$ cat src/rtl/hdlc_tx_framer.sv
// HDLC transmit framer: start flag, zero-stuffed data and CRC-16/X.25 FCS, end flag,
// plus idle-ones and abort-pattern generation with completion/abort status.
module hdlc_tx_framer #(
    parameter int unsigned FCS_EN    = 1,
    parameter int unsigned MAX_BYTES = 126
) (
    input  logic       Clk,
    input  logic       Rst,
    input  logic       Tx_Enable,
    input  logic       Tx_AbortFrame,
    input  logic [7:0] Tx_FrameSize,
    input  logic [7:0] Tx_DataOutBuff,
    output logic       Tx_RdBuff,
    output logic       Tx,
    output logic       Tx_ValidFrame,
    output logic       Tx_Done,
    output logic       Tx_AbortedTrans
);

    localparam logic [2:0] StIdle  = 3'd0;
    localparam logic [2:0] StStart = 3'd1;
    localparam logic [2:0] StData  = 3'd2;
    localparam logic [2:0] StFcs   = 3'd3;
    localparam logic [2:0] StEnd   = 3'd4;
    localparam logic [2:0] StAbort = 3'd5;

    localparam logic [7:0]  Flag    = 8'h7E;
    localparam logic [15:0] CrcPoly = 16'h8408;

    logic [2:0]  state_q, state_d;
    logic [3:0]  cnt_q, cnt_d;
    logic [7:0]  byte_q, byte_d;
    logic [7:0]  size_q, size_d;
    logic [7:0]  hold_q, hold_d;
    logic [7:0]  shift_q, shift_d;
    logic [15:0] crc_q, crc_d;
    logic [2:0]  ones_q, ones_d;
    logic        rd_q;
    logic        tx_q, tx_d;
    logic        valid_q, valid_d;
    logic        aborted_q, aborted_d;

    logic rd, done, stuff, cur_bit, fcs_bit, last_byte, size_ok, abort_req, in_frame;

    always_comb begin
        state_d   = state_q;
        cnt_d     = cnt_q;
        byte_d    = byte_q;
        size_d    = size_q;
        hold_d    = hold_q;
        shift_d   = shift_q;
        crc_d     = crc_q;
        ones_d    = ones_q;
        aborted_d = aborted_q;
        tx_d      = 1'b1;
        valid_d   = 1'b0;
        rd        = 1'b0;
        done      = 1'b0;

        size_ok   = (Tx_FrameSize != 8'd0) && ({24'd0, Tx_FrameSize} <= MAX_BYTES);
        stuff     = (ones_q == 3'd5);
        // Bit 0 of a byte comes straight from the holding register as it is loaded.
        cur_bit   = (cnt_q == 4'd0) ? hold_q[0] : shift_q[cnt_q[2:0]];
        fcs_bit   = ~crc_q[cnt_q];
        last_byte = (byte_q == size_q - 8'd1);
        in_frame  = (state_q == StStart) || (state_q == StData) ||
                    (state_q == StFcs) || (state_q == StEnd);
        abort_req = Tx_AbortFrame && in_frame;

        if (rd_q) begin
            hold_d = Tx_DataOutBuff;
        end

        case (state_q)
            StIdle: begin
                if (Tx_Enable && size_ok) begin
                    state_d   = StStart;
                    size_d    = Tx_FrameSize;
                    cnt_d     = 4'd0;
                    aborted_d = 1'b0;
                end
            end
            StStart: begin
                tx_d    = Flag[cnt_q[2:0]];
                valid_d = 1'b1;
                ones_d  = 3'd0;
                crc_d   = 16'hFFFF;
                byte_d  = 8'd0;
                rd      = (cnt_q == 4'd0);
                if (cnt_q == 4'd7) begin
                    state_d = StData;
                    cnt_d   = 4'd0;
                end else begin
                    cnt_d = cnt_q + 4'd1;
                end
            end
            StData: begin
                valid_d = 1'b1;
                if (stuff) begin
                    tx_d   = 1'b0;
                    ones_d = 3'd0;
                end else begin
                    tx_d   = cur_bit;
                    ones_d = cur_bit ? ones_q + 3'd1 : 3'd0;
                    crc_d  = (crc_q >> 1) ^ ((crc_q[0] ^ cur_bit) ? CrcPoly : 16'h0000);
                    if (cnt_q == 4'd0) begin
                        shift_d = hold_q;
                        rd      = !last_byte;
                        done    = last_byte;
                    end
                    if (cnt_q == 4'd7) begin
                        cnt_d = 4'd0;
                        if (last_byte) begin
                            state_d = (FCS_EN != 0) ? StFcs : StEnd;
                        end else begin
                            byte_d = byte_q + 8'd1;
                        end
                    end else begin
                        cnt_d = cnt_q + 4'd1;
                    end
                end
            end
            StFcs: begin
                valid_d = 1'b1;
                if (stuff) begin
                    tx_d   = 1'b0;
                    ones_d = 3'd0;
                end else begin
                    tx_d   = fcs_bit;
                    ones_d = fcs_bit ? ones_q + 3'd1 : 3'd0;
                    if (cnt_q == 4'd15) begin
                        state_d = StEnd;
                        cnt_d   = 4'd0;
                    end else begin
                        cnt_d = cnt_q + 4'd1;
                    end
                end
            end
            StEnd: begin
                // A run of five ones at the end of the payload still needs its stuffed zero.
                valid_d = 1'b1;
                ones_d  = 3'd0;
                if (stuff) begin
                    tx_d = 1'b0;
                end else begin
                    tx_d = Flag[cnt_q[2:0]];
                    if (cnt_q == 4'd7) begin
                        state_d = StIdle;
                        cnt_d   = 4'd0;
                    end else begin
                        cnt_d = cnt_q + 4'd1;
                    end
                end
            end
            StAbort: begin
                tx_d = (cnt_q != 4'd0);
                if (cnt_q == 4'd7) begin
                    state_d = StIdle;
                    cnt_d   = 4'd0;
                end else begin
                    cnt_d = cnt_q + 4'd1;
                end
            end
            default: begin
                state_d = StIdle;
                cnt_d   = 4'd0;
            end
        endcase

        if (abort_req) begin
            state_d   = StAbort;
            cnt_d     = 4'd0;
            aborted_d = 1'b1;
            rd        = 1'b0;
            done      = 1'b0;
        end
    end

    always_ff @(posedge Clk or negedge Rst) begin
        if (!Rst) begin
            state_q   <= StIdle;
            cnt_q     <= 4'd0;
            byte_q    <= 8'd0;
            size_q    <= 8'd0;
            hold_q    <= 8'd0;
            shift_q   <= 8'd0;
            crc_q     <= 16'hFFFF;
            ones_q    <= 3'd0;
            rd_q      <= 1'b0;
            tx_q      <= 1'b1;
            valid_q   <= 1'b0;
            aborted_q <= 1'b0;
        end else begin
            state_q   <= state_d;
            cnt_q     <= cnt_d;
            byte_q    <= byte_d;
            size_q    <= size_d;
            hold_q    <= hold_d;
            shift_q   <= shift_d;
            crc_q     <= crc_d;
            ones_q    <= ones_d;
            rd_q      <= rd;
            tx_q      <= tx_d;
            valid_q   <= valid_d;
            aborted_q <= aborted_d;
        end
    end

    assign Tx              = tx_q;
    assign Tx_ValidFrame   = valid_q;
    assign Tx_RdBuff       = rd;
    assign Tx_Done         = done;
    assign Tx_AbortedTrans = aborted_q;

endmodule
$ cat config.mk
export PLATFORM = sky130hd
export DESIGN_NAME = hdlc_tx_framer
export DESIGN_NICKNAME = d
export VERILOG_FILES = /design/src/rtl/hdlc_tx_framer.sv
export SDC_FILE = /design/constraint.sdc
export NUM_CORES = 1
export LEC_CHECK = 0
export ABC_AREA = 0
export CORE_ASPECT_RATIO = 1.5
export CORE_MARGIN = 2
export CORE_UTILIZATION = 59
export CTS_CLUSTER_SIZE = 12
export DETAILED_ROUTE_END_ITERATION = 6
export GPL_TIMING_DRIVEN = 0
export HOLD_SLACK_MARGIN = 0.12
export PLACE_DENSITY_LB_ADDON = 0.3
export RECOVER_POWER = 100
export SLEW_MARGIN = 10
export SYNTH_ARGS = -nofsm -noshare
export SYNTH_HDL_FRONTEND = slang
export SYNTH_SLANG_ARGS = --single-unit
$ cat constraint.sdc
create_clock -name Clk -period 3.75 [get_ports Clk]
set_input_delay 1.125 -clock Clk [delete_from_list [all_inputs] [get_ports Clk]]
set_output_delay 1.125 -clock Clk [all_outputs]
set_load 0.05 [all_outputs]
Figure 1. Met1 routing.
The bar under the picture is 20 µm long. Supply wires on this layer in grey.
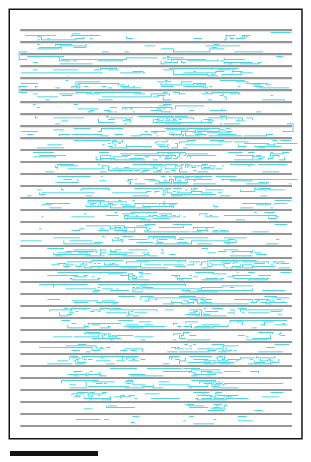
The layer carries 2940 µm of wire. The layer holds 39% of the routed length. The longest straight run is 19.8 µm. The wires run mostly horizontal. 354 nets have wire on it.
total wirelength of the detailed-routed design: 7455 µm
met1 track demand over resource: 0.2705

Figure 2. Metal 2.
Cells faint in the background.
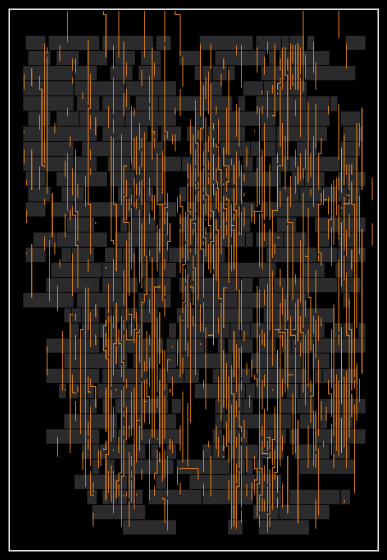
The wires run mostly vertical. The longest straight run is 36.7 µm. The layer holds 53% of the routed length. 346 nets have wire on it. The layer carries 3980 µm of wire.
total number of vias: 2727
met2 usage: 0.4367

==> flow_metrics.tcl <==
# flow metrics
set metrics [dict create \
    synth.cells.most_frequent "sky130_fd_sc_hd__dfrtp_1 (45), sky130_fd_sc_hd__nand2_1 (32), sky130_fd_sc_hd__nor2_1 (31)" \
    synth_top_area_share 0.3308 \
    largest_reg_flops 16 \
    route.layer.met1.wl_um 2938 \
    instances_no_fill 445 \
    worst_r2r_startpoint "ones_q[0]$_DFFE_PN0P_" \
    synth_sequential_area_ratio 0.4620 \
    sequential_cell_area_mm2 0.001573 \
    layout_overhead_on_the_synthesized_area_pct 17.86 \
    ys_area_mm2 0.003405 \
    relSlewSlack 0.004605 \
    final_min_period_over_clock_period 0.9833 \
    timing.critical_path.from "size_q[0]$_DFFE_PN0P_" \
    grt_usage 0.2472 \
    timing.hold.worst.class "reg -> reg" \
    whs_endpoint "crc_q[5]$_DFFE_PN1P_" \
    post-route-util 0.7252 \
    wire_per_inst_um 16.75 \
    area_dominant_class "multi-input combinational cells" \
    worstMarginPinSlew_ns 1.493 \
    power.combinational.total_uw 1010 \
    fp.dieH_um 97.04 \
    vdd_drop_max_mv 0.3674 \
    final_layout_size_suffix_gt1_frac 0.2373 \
    placedInstanceArea_mm2 0.003740 \
    violations "max-capacitance violations" \
    grt_pass1_wl_um 12170 \
    drt_pre_antenna_iters 5 \
    dp_hpwl_um 5152 \
    post_cts.resized_instances 16 \
    post-cts-setup-buffer-count 2 \
    insertion_delay_ns 0.36 \
    p_per_area_mw_per_mm2 638.9 \
    clkTransAtPathRegs_ns 0.08 \
    worst_ep_arrival_time_ns 2.56 \
    clockBufferDepth 2 \
    cp-end-kind "output port" \
    number_of_cts_inserted_buffers 9 \
    gr-total-overflow 0 \
    setup.worst_path.start_class "flop" \
    signal_buffers 44 \
    post-synth-top-area-cell "sky130_fd_sc_hd__dfrtp_1" \
    cap_violations 1 \
    routability_driven_placement_congestion_ratio 0.8576 \
    synth.net_count 359 \
    gr-usage-met3 0.05814 \
    share_seq_of_total_power 0.376 \
    yosysWarnings 0 \
    reg2reg_setup_slack_ns 1.21 \
    result_of_the_run "finished, violations left" \
    proportion_of_synthesized_flip_flops_having_asynchronous_set_or_reset 1.000 \
    comb_cells 240 \
    post-route-drc-count 0 \
    synth_cell_type_count 57 \
    setup-violations-final 0 \
    setup-tns-final_ns 0 \
    period_minus_slack_ns 3.687 \
    final_area_mm2 0.004013 \
    total_power_draw_uw 2564 \
    syn-cell-area_mm2 0.003405 \
    fp.dieArea_mm2 0.006407 \
    cts_tree "done" \
    netSwitchingPower_uw 964.3 \
    n_sequential_cell 62 \
    critical_path_required_ns 2.62 \
]
Figure 3. Signal wires on met3.
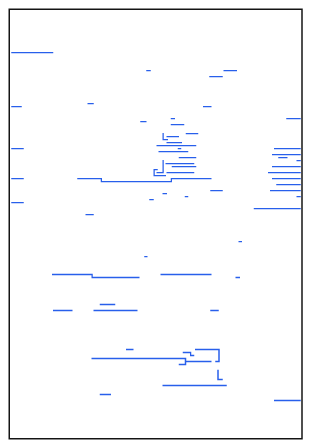
The longest straight run is 21.2 µm. The layer carries 305 µm of wire. 44 nets have wire on it. The wires run mostly horizontal. The layer holds 4.1% of the routed length.

[critical path, cell delays in order (launching register included)]
cell and delay, ns:
sky130_fd_sc_hd__dfrtp_1 0.42, sky130_fd_sc_hd__or4_4 0.58, sky130_fd_sc_hd__or4_4 0.45, sky130_fd_sc_hd__o311ai_4 0.09, sky130_fd_sc_hd__o21ai_2 0.14, sky130_fd_sc_hd__buf_4 0.17
sky130_fd_sc_hd__nor3_4 0.15, sky130_fd_sc_hd__buf_6 0.19
[logic make-up after synthesis]
kind of cell | after synthesis | share of synthesized area
adder cells (fa/ha/maj) | 6 | 0.02205
XOR/XNOR | 12 | 0.03491
buffers and inverters | 31 | 0.03712
AND-OR/OR-AND | 78 | 0.1558
AND/OR/NAND/NOR | 113 | 0.1702
flip-flops | 62 | 0.4620
multiplexers | 31 | 0.1180
